Run 1, routed metal, one colour a layer:
Only two layers are drawn.
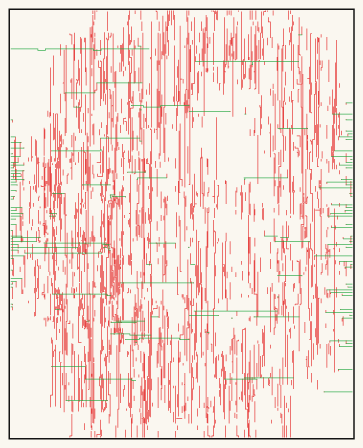
Run 1, layout detail:
Bar = 10 µm. Region (67, 88) to (97, 118) µm. Cells in grey, sequential cells in the stronger grey; small squares are vias.
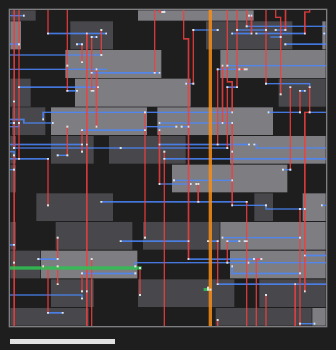
Run 1, met4 routing:
Supply wires on this layer in grey.
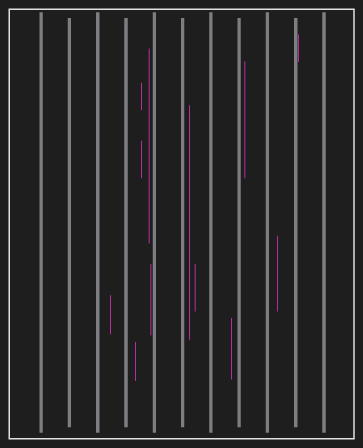
==> config.mk <==
export PLATFORM = sky130hd
export DESIGN_NAME = fetch_queue_flat
export DESIGN_NICKNAME = d
export VERILOG_FILES = /design/src/rtl/fetch_queue_pkg.sv /design/src/rtl/fetch_queue_if.sv /design/src/rtl/fq_fifo.sv /design/src/rtl/fetch_queue.sv /design/src/flat_wrapper.sv
export SDC_FILE = /design/constraint.sdc
export NUM_CORES = 1
export LEC_CHECK = 0
export CORE_ASPECT_RATIO = 1.25
export CORE_UTILIZATION = 40
export DETAILED_ROUTE_END_ITERATION = 10
export SLEW_MARGIN = 20
export SYNTH_ARGS = -nofsm -noshare
export SYNTH_HDL_FRONTEND = slang
export SYNTH_SLANG_ARGS = --single-unit
export TNS_END_PERCENT = 50
==> constraint.sdc <==
create_clock -name clk -period 3.9 [get_ports clk]
set_clock_uncertainty 0.15 [all_clocks]
set_input_delay 0.585 -clock clk [delete_from_list [all_inputs] [get_ports clk]]
set_output_delay 0.585 -clock clk [all_outputs]
set_load 0.02 [all_outputs]
==> reports/qor.csv, run 1 <==
stage,metric,value,unit
cts,TritonCTS Sinks,328,
cts,register clock-pin slew on the reported worst setup and hold paths,0.06,ns
logic_synthesis,synth cell count leaders,"256 x edfxtp_1, 72 x dfrtp_1, 70 x and2_1",
global_routing,vias in the first global route,7130,
sta,part of the cycle the worst path needs,92.3,%
route,DR vias/cell,5.20,
logic_synthesis,main flop type after synthesis,edfxtp_1,
global_routing,GRT overflow,0,
global_routing,met1 Use GR,21.8,%
logic_synthesis,Post-Syn Area,0.0132,mm²
logic_synthesis,Synth warnings,0,
critical_path,critical path type,reg -> out,
sta,Max Clk Rate,0.278,GHz
run_status,outcome,"finished, final reports clean",
cts,Late-Pin Clk Latency,0.51,ns
power,leakage power,5.46,nW
cts,Num CTS Buffers,34,
logic_synthesis,"top cells by area, synth","edfxtp_1 58%, dfrtp_1 14%, mux4_2 11%, and2_1 3.3%, mux2_2 3.1%",
finish,Antenna diodes,0,
hold_path,hold path depth,0,
logic_synthesis,Syn Area/Cell,17.8,µm²
finish,register area,0.00950,mm²
global_routing,first-pass GRT wire length,41300,µm
placed_design,Place WS,0.769,ns
logic_synthesis,register bit total from synthesis,328,
die,# IOs,145,
placed_design,Placed Cells,1277,
die,area of the core,0.0326,mm²
cts,TritonCTS clock tree,built,
cts,CTS H-tree depth,2,
cts,Root Buffer,clkbuf_16,
global_routing,met3 GRT Util,2.84,%
critical_path,crit path launch type,register,
hold_path,Hold/Removal Path Class,reg -> reg,
sta,Final Hold Viols,0,
die,DIE WIDTH,165,µm
route,DR pass1 iterations,5,
placed_design,PortBufs,144,
route,antenna-violating nets left,0,
critical_path,CP cell instances,or3_2 > buf_4 > and2_1 > clkdlybuf4s50_1,
power,Cell Pwr Density,656,mW/mm²
run,Tool Warnings,29,
run,max-capacitance violation count,0,
global_routing,pin count of the biggest net entering global routing,65,
finish,final design utilization,50.0,%
sta,Tmin final,3.60,ns
sta,final hold slack,0.361,ns
logic_synthesis,cell type with the largest total area,edfxtp_1,
sta,Slew @ Worst Pin,0.757,ns
power,Final Power,10.7,mW
route,DRC viols,0,
finish,area delta synth->final,23.2,%
logic_synthesis,Post-synth EDFFs,256,
logic_synthesis,register share after synthesis,71.7,%
finish,share of post-route cells with drive strength above 1,19.3,%
Back to the opening pictures, 'routed metal, one colour a layer':
Key: M2 = red [wire length 13300 µm]; M3 = green [wire length 1270 µm]
WL per Instance: 19.8 µm
Total GRT Usage: 16.3%
Via Count: 6959
final WL: 26500 µm

Back to the opening pictures, 'layout detail':
Key: M3 = green; M4 = orange; M2 = red; M1 = blue
Most frequent: edfxtp_1 (7), buf_12 (5). Sequential cells in the window: 10. 27 logic cells have their middle in the window.

Back to the opening pictures, 'met4 routing':
The wires run mostly vertical. The longest straight run is 112 µm.

## run 1: routing by layer
| metal | vias up | routed length [µm] |
|---|---|---|
| met3 | 31 | 1270 |
| li1 | 3162 | - |
| met1 | 3574 | 11500 |
| met2 | 192 | 13300 |
| met4 | 0 | 463 |
| met5 | - | 0 |
## run 1: timing repair
action                                  CTS  global route
hold endpoints to repair                 20             0
gates resized                             0             0
hold buffers                              1             0
endpoints found under the setup margin    0             0
## run 1: power breakdown
part           internal, mW  switching (mW)  total (mW)
Clock                  1.81            1.27        3.08
Sequential             4.20           0.330        4.53
Combinational          1.61            1.47        3.08
## run 1: layout by cell type (no fill, tap or decap), drive strengths merged, types with 8 or more instances in the layout
master         count
and2              70
buf               17
clkbuf            48
clkdlybuf4s50    143
clkinv            11
dfrtp             72
edfxtp           256
ha                 8
inv               14
mux2              37
mux4              64
nand2             34
nand3              9
nand4             10
nor2              18
nor4              10
o21ai             22
xnor2             20
xor2               8
## run 1: area by class of cell
cell class              instances  share of cell area (%)
multi-input cells             358                    21.5
clock inverters                13                   0.576
repair buffers                161                    10.2
inverters                      13                   0.299
clock buffers                  48                    5.98
well taps                     418                    3.21
flip-flops and latches        328                    58.3
## run 1: critical path: cells and delay by family, from the launching register on
kind                   cells  cell delay (ns)
AND/OR/NAND/NOR            2             1.01
buffers and inverters      2             0.87
flip-flops                 1             0.46
## run 1: logic make-up (layout without fill, tap and decap cells)
group                    count (synthesis)  after routing  synth area share [%]
buffers and inverters                   57            235                  1.91
XOR/XNOR                                28             28                  1.85
AND/OR/NAND/NOR                        181            181                  7.61
AND-OR/OR-AND                           36             36                  1.72
flip-flops                             328            328                  71.7
adder cells (fa/ha/maj)                  9              9                 0.908
multiplexers                           104            104                  14.3
## Run 2: what changed since run 1
--- a/config.mk
+++ b/config.mk
@@ -5,11 +5,13 @@
 export SDC_FILE = /design/constraint.sdc
 export NUM_CORES = 1
 export LEC_CHECK = 0
+export ABC_AREA = 1
 export CORE_ASPECT_RATIO = 1.25
 export CORE_UTILIZATION = 40
 export DETAILED_ROUTE_END_ITERATION = 10
 export SLEW_MARGIN = 20
 export SYNTH_ARGS = -nofsm -noshare
 export SYNTH_HDL_FRONTEND = slang
+export SYNTH_HIERARCHICAL = 1
 export SYNTH_SLANG_ARGS = --single-unit
 export TNS_END_PERCENT = 50
==> reports/qor.csv, run 2 <==
stage,metric,value,unit,change
critical_path,critical path type,reg -> out,,unchanged
global_routing,vias in the first global route,10645,,was 7130
sta,part of the cycle the worst path needs,93.0,%,was 92.3%
placed_design,Placed Cells,2215,,was 1277
cts,Root Buffer,clkbuf_16,,unchanged
logic_synthesis,cell type with the largest total area,edfxtp_1,,unchanged
logic_synthesis,main flop type after synthesis,edfxtp_1,,unchanged
run_status,outcome,"finished, final reports clean",,unchanged
power,Final Power,11.3,mW,was 10.7 mW
die,# IOs,145,,unchanged
logic_synthesis,Post-Syn Area,0.0152,mm²,was 0.0132 mm²
sta,Slew @ Worst Pin,0.855,ns,was 0.757 ns
logic_synthesis,register share after synthesis,62.6,%,was 71.7%
route,Routed met2 length,17700,µm,was 13300 µm
sta,Tmin final,3.63,ns,was 3.60 ns
cts,Resized Gates After CTS,0,,unchanged
die,DIE WIDTH,176,µm,was 165 µm
hold_path,Hold/Removal Path Class,reg -> reg,,unchanged
route,DR vias/cell,4.75,,was 5.20
cts,TritonCTS clock tree,built,,unchanged
logic_synthesis,"top cells by area, synth","edfxtp_1 51%, dfrtp_1 12%, nand2_1 11%, inv_1 8.4%, nand3_1 6.7%",,"was edfxtp_1 58%, dfrtp_1 14%, mux4_2 11%, and2_1 3.3%, mux2_2 3.1%"
logic_synthesis,register bit total from synthesis,328,,unchanged
finish,area delta synth->final,18.8,%,was 23.2%
power,leakage power,7.88,nW,was 5.46 nW
finish,top logic cell by instance count in the layout,nand2_1,,was edfxtp_1
route,DR pass1 iterations,5,,unchanged
cts,Num CTS Buffers,31,,was 34
global_routing,first-pass GRT wire length,55900,µm,was 41300 µm
sta,Final Hold Viols,0,,unchanged
hold_path,hold path depth,0,,unchanged
critical_path,CP cell instances,inv_4 > buf_12 > nand2_1 > nand3_1 > a21oi_1 > clkdlybuf4s50_1,,was or3_2 > buf_4 > and2_1 > clkdlybuf4s50_1
critical_path,crit path launch type,register,,unchanged
route,DRC viols,0,,unchanged
cts,Late-Pin Clk Latency,0.55,ns,was 0.51 ns
global_routing,pin count of the biggest net entering global routing,89,,was 65
## run 2: cell types whose count changed in the layout (fill, tap and decap cells not counted), moves of 37 or more
cell     before  now
nor2_1       17  109
and2_1       66    1
inv_1        12  339
a21oi_1       0   67
mux2_2       37    0
nand3_1       9  202
mux4_2       64    0
nand2_1      34  448
## run 2: area by class of cell
class | count | area (µm²)
clock inverters | 21 | 171
well taps | 486 | 608
repair buffers | 169 | 1740
flip-flops and latches | 328 | 9490
clock buffers | 36 | 795
multi-input cells | 890 | 3910
inverters | 343 | 1290
fillers | 3489 | 19300
## run 2: worst max-delay path: cells and delay by family (launching register included)
kind,cells,cell delay [ns]
AND-OR/OR-AND,1,0.33
buffers and inverters,3,0.99
AND/OR/NAND/NOR,2,0.19
flip-flops,1,0.80
## run 2: through the flow
step                setup TNS, ns  hold slack, ns  setup slack, ns  instance area (µm²)
detailed placement              0           0.364            0.850                17000
global placement                0           0.345            0.872                17000
floorplan                 -183.98           0.139           -0.719                15200
finish                          0           0.381            0.274                18000
global route                    0           0.407            0.133                18000
CTS                             0           0.380            0.240                18000
## run 2: power by group
group          total [mW]  switching (mW)  internal [mW]
logic                3.72            2.24           1.48
clock network        2.90            1.25           1.65
registers            4.66           0.428           4.23
total                11.3            3.92           7.36
## run 2: timing repair
| action | CTS | global route |
|---|---|---|
| endpoints found under the hold margin | 23 | 0 |
| endpoints found under the setup margin | 0 | 0 |
| hold buffers | 1 | 0 |
## run 2: cell families (layout without fill, tap and decap cells)
family / count (synthesis) / in the layout / synth area share (%)
and+or+nand+nor: 779 / 779 / 21.5
buffers and inverters: 417 / 569 / 11.8
DFF: 328 / 328 / 62.6
AOI/OAI and AO/OA: 103 / 103 / 3.42
adders and majority gates: 8 / 8 / 0.710
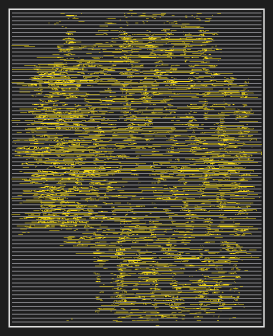
Run 2: the metal 1 layer
Supply wires on this layer in grey.
The layer carries 15100 µm of wire. The longest straight run is 58.0 µm. The layer holds 43% of the routed length. 1681 nets have wire on it.
Via Count: 10795
met1 Use GR: 23.6%
final WL: 35200 µm

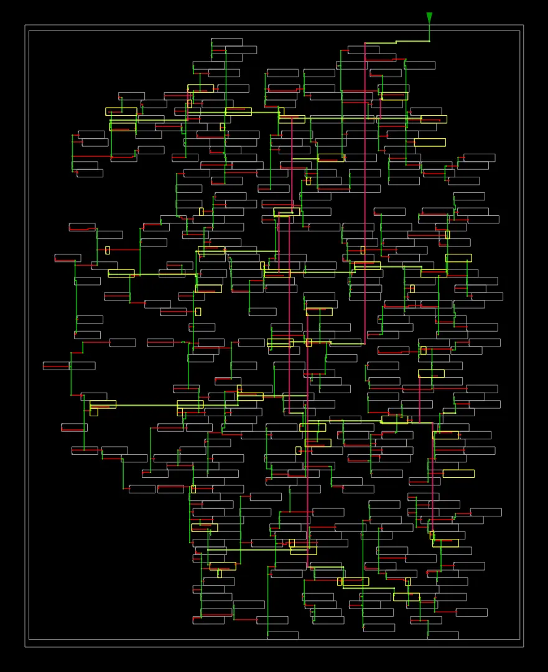
Run 2: clock wiring as the flow saved it
TritonCTS Sinks: 328
sequential cells: 328

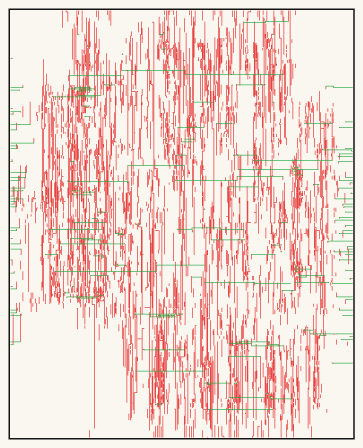
Run 2: routed metal, one colour a layer
Only two layers are drawn.
Total GRT Usage: 18.4%
WL per Instance: 15.5 µm

Power and IR drop assume default switching activity.
